## config.mk

```make
export PLATFORM = sky130hd
export DESIGN_NAME = seq_pattern_gen
export DESIGN_NICKNAME = d
export VERILOG_FILES = /design/src/rtl/seq_gen_pkg.sv /design/src/rtl/seq_pattern_gen.sv
export SDC_FILE = /design/constraint.sdc
export NUM_CORES = 1
export LEC_CHECK = 0
export CAP_MARGIN = 20
export CORE_MARGIN = 5
export CORE_UTILIZATION = 53
export DETAILED_ROUTE_END_ITERATION = 7
export PLACE_DENSITY_LB_ADDON = 0.08
export REMOVE_ABC_BUFFERS = 1
export SYNTH_ARGS = -nofsm -noshare
export SYNTH_HDL_FRONTEND = slang
export SYNTH_SLANG_ARGS = --single-unit
```

## constraint.sdc

```tcl
create_clock -name clk -period 2.7 [get_ports clk]
set_input_delay 0.54 -clock clk [delete_from_list [all_inputs] [get_ports clk]]
set_output_delay 0.54 -clock clk [all_outputs]
set_load 0.005 [all_outputs]
```

## src/rtl/seq_gen_pkg.sv

```systemverilog
// Shared definitions for the serial pattern generator and its detector benches.
// Holds the FSM state encoding and the default pattern width.
package seq_gen_pkg;

   localparam int MAX_LEN_DEF = 8;

   typedef enum logic [1:0] {
      S_IDLE,
      S_SHIFT,
      S_GAP,
      S_DONE
   } state_t;

endpackage

```

## src/rtl/seq_pattern_gen.sv

```systemverilog
// Serialises a captured pattern MSB-first, repeating it rep+1 times
// with GAP idle cycles between repetitions.
module seq_pattern_gen
   import seq_gen_pkg::*;
#(
   parameter int MAX_LEN = MAX_LEN_DEF,
   parameter int GAP     = 1
) (
   input  logic                         clk,
   input  logic                         rst,
   input  logic                         load_valid,
   output logic                         load_ready,
   input  logic [MAX_LEN-1:0]           pattern,
   input  logic [$clog2(MAX_LEN+1)-1:0] len,
   input  logic [3:0]                   rep,
   input  logic                         abort,
   output logic                         o,
   output logic                         o_valid,
   output logic                         busy,
   output logic                         done
);

   localparam int LW = $clog2(MAX_LEN + 1);
   localparam int IW = (MAX_LEN > 1) ? $clog2(MAX_LEN) : 1;
   localparam int GW = (GAP > 1) ? $clog2(GAP) : 1;

   state_t               state_q, state_n;
   logic [LW-1:0]        idx_q, idx_n;
   logic [LW-1:0]        len_q, len_n;
   logic [3:0]           rep_q, rep_n;
   logic [MAX_LEN-1:0]   pat_q, pat_n;
   logic [GW-1:0]        gap_q, gap_n;
   logic                 o_n, valid_n, busy_n, done_n;
   logic [LW-1:0]        clen;
   logic                 last;

   function automatic logic bit_at(
      input logic [MAX_LEN-1:0] v,
      input logic [LW-1:0]      pos
   );
      return v[IW'(pos)];
   endfunction

   assign load_ready = (state_q == S_IDLE);
   assign clen = (len > LW'(MAX_LEN)) ? LW'(MAX_LEN) : len;
   assign last = (idx_q == len_q - LW'(1));

   // Output registers load the values for the state being entered,
   // so the first bit appears one cycle after acceptance.
   always_comb begin
      state_n = state_q;
      idx_n   = idx_q;
      len_n   = len_q;
      rep_n   = rep_q;
      pat_n   = pat_q;
      gap_n   = gap_q;
      o_n     = 1'b0;
      valid_n = 1'b0;
      busy_n  = 1'b0;
      done_n  = 1'b0;
      unique case (state_q)
         S_IDLE: begin
            if (load_valid && !abort) begin
               pat_n = pattern;
               len_n = clen;
               rep_n = rep;
               idx_n = '0;
               if (clen == '0) begin
                  state_n = S_DONE;
                  done_n  = 1'b1;
               end else begin
                  state_n = S_SHIFT;
                  o_n     = bit_at(pattern, clen - LW'(1));
                  valid_n = 1'b1;
                  busy_n  = 1'b1;
               end
            end
         end
         S_SHIFT: begin
            if (abort) begin
               state_n = S_IDLE;
            end else if (last) begin
               if (rep_q != 4'd0) begin
                  rep_n = rep_q - 4'd1;
                  idx_n = '0;
                  busy_n = 1'b1;
                  if (GAP > 0) begin
                     state_n = S_GAP;
                     gap_n   = '0;
                  end else begin
                     o_n     = bit_at(pat_q, len_q - LW'(1));
                     valid_n = 1'b1;
                  end
               end else begin
                  state_n = S_DONE;
                  done_n  = 1'b1;
               end
            end else begin
               idx_n   = idx_q + LW'(1);
               o_n     = bit_at(pat_q, len_q - LW'(2) - idx_q);
               valid_n = 1'b1;
               busy_n  = 1'b1;
            end
         end
         S_GAP: begin
            if (abort) begin
               state_n = S_IDLE;
            end else if (int'(gap_q) == GAP - 1) begin
               state_n = S_SHIFT;
               o_n     = bit_at(pat_q, len_q - LW'(1));
               valid_n = 1'b1;
               busy_n  = 1'b1;
            end else begin
               gap_n  = gap_q + GW'(1);
               busy_n = 1'b1;
            end
         end
         S_DONE: begin
            state_n = S_IDLE;
         end
         default: begin
            state_n = S_IDLE;
         end
      endcase
   end

   always_ff @(posedge clk) begin
      if (rst) begin
         state_q <= S_IDLE;
         idx_q   <= '0;
         len_q   <= '0;
         rep_q   <= '0;
         pat_q   <= '0;
         gap_q   <= '0;
         o       <= 1'b0;
         o_valid <= 1'b0;
         busy    <= 1'b0;
         done    <= 1'b0;
      end else begin
         state_q <= state_n;
         idx_q   <= idx_n;
         len_q   <= len_n;
         rep_q   <= rep_n;
         pat_q   <= pat_n;
         gap_q   <= gap_n;
         o       <= o_n;
         o_valid <= valid_n;
         busy    <= busy_n;
         done    <= done_n;
      end
   end

endmodule

```

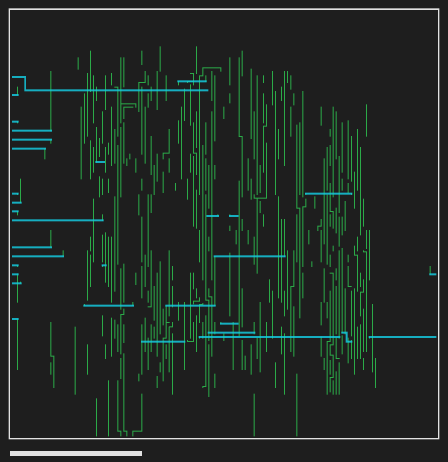
Fig. 1. Routed metal, one colour a layer.
Scale bar: 20 um. Two of the layers only.
colour	layer	wire length
cyan	M3	173 um
green	M2	1,730 um
vias: 1,432
final WL: 3577 um
DR WL/cell: 14.78 um
Overall Global Routing Usage: 18.79%

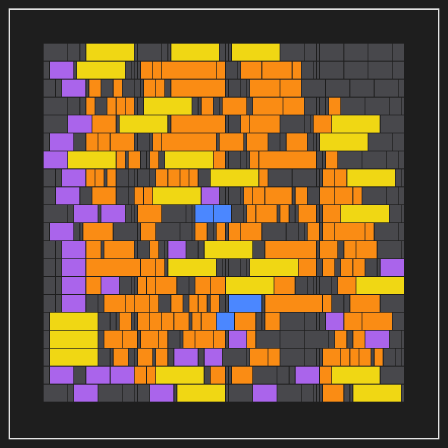
Fig. 2. Placement by cell class.
Fill, decap, tap and diode cells in grey.
colour	class	cells
yellow	registers	26
purple	remaining buffers and delay cells	30
orange	remaining logic cells	149
blue	clock drivers and dummy loads	4
Layout Utilization: 64.54%
post-layout instance area: 0.001922 mm^2

==> GITHUB_STEP_SUMMARY <==
### Yosys + OpenROAD results

| Metric | Value |
|---|---|
| Reg2reg start | len_q[0] |
| Main flop type | dfxtp_1 |
| Root Buffer | clkbuf_4 |
| Number of clock sinks | 26 |
| Post-cts sizing count | 0 |
| Total tool warning count | 27 |
| Net count, final | 239 |
| Syn Inst Count | between 150 and 200 |
| Logic pwr share | between 20% and 30% |
| Post-route DRC violation count | 0 |
| DP HPWL | ~2800 um |
| CTS Hold Buffers Added | 0 |
| Leak | between 0.6 and 0.7 nW |
| Share of flip-flops with an asynchronous set or reset | 0% |
| Worst Slack Setup Final | approximately 0.34 ns |
| Sw Share | about 28% |
| Xor+xnor area frac | between 5 and 6% |
| DRT iter0 DRCs | about 87 |
| Clock Skew | about 0.0053 ns |
| Reg2reg end | rep_q[2] |
| Relative slew slack | 57.88% |
| First-pass GRT wire length | ~6300 um |
| Buffer depth of the longest clock path | 2 |
| # Cells Yosys | roughly 190 |
| Status | complete, no violations |
| Post-synth top area cell | dfxtp_1 |
| Required @ worst endpoint | approximately 3 ns |
| Max_cap viols | 0 |
| Pre-antenna DRT Iters | 4 |
| Number of buffers inserted by port buffering | 24 |
| Clock network fraction of total power | around 25% |
| Period utilization | between 80% and 90% |
| Internal Dissipation | approximately 590 uW |
| Mux share | a little over a tenth |
==> cells in the final DEF, fill, tap and decap left out, types with 4 or more instances in the layout <==
cell / Yosys / layout
ha_1: 9 / 9
mux4_2: 5 / 5
nor2_1: 11 / 11
inv_1: 8 / 8
clkdlybuf4s50_1: 0 / 24
dfxtp_1: 26 / 26
nand2_1: 26 / 26
nand2b_1: 4 / 4
xnor2_1: 7 / 7
a21oi_1: 26 / 26
mux2i_1: 6 / 6
o21ai_0: 6 / 6
or3_1: 4 / 4
buf_4: 0 / 6
==> power by group through the flow <==
stage / clock network (mW) / registers [mW] / logic, mW
after detailed placement: 0 / 0.425 / 0.195
after global placement: 0 / 0.424 / 0.189
final: 0.203 / 0.417 / 0.195
after CTS: 0.204 / 0.417 / 0.197
after global routing: 0.217 / 0.420 / 0.217
after floorplan: 0 / 0.421 / 0.117
==> per-layer routing <==
| metal | track usage (%) | wire length [um] |
|---|---|---|
| met2 | 32.69 | 1728 |
| met1 | 23.66 | 1625 |
| met3 | 3.293 | 172 |
| met4 | 5.277 | 51 |
| met5 | 0 | 0 |
==> cell type report <==
| cell class | instances | area (um^2) | share of cell area [%] |
|---|---|---|---|
| Tap cell | 33 | 41.29 | 2.148 |
| Inverter | 8 | 30.03 | 1.563 |
| Clock buffer | 4 | 36.28 | 1.888 |
| Timing Repair Buffer | 30 | 285.3 | 14.84 |
| Sequential cell | 26 | 520.5 | 27.08 |
| Multi-Input combinational cell | 141 | 1008 | 52.47 |
==> sequential cells by signal (all words and copies together), names as in the netlist <==
register  flops
o             1
o_valid       1
busy          1
pat_q         8
rep_q         4
idx_q         4
state_q       2
len_q         4
done          1
No activity file was given, so power comes from the tool's default toggle rates.
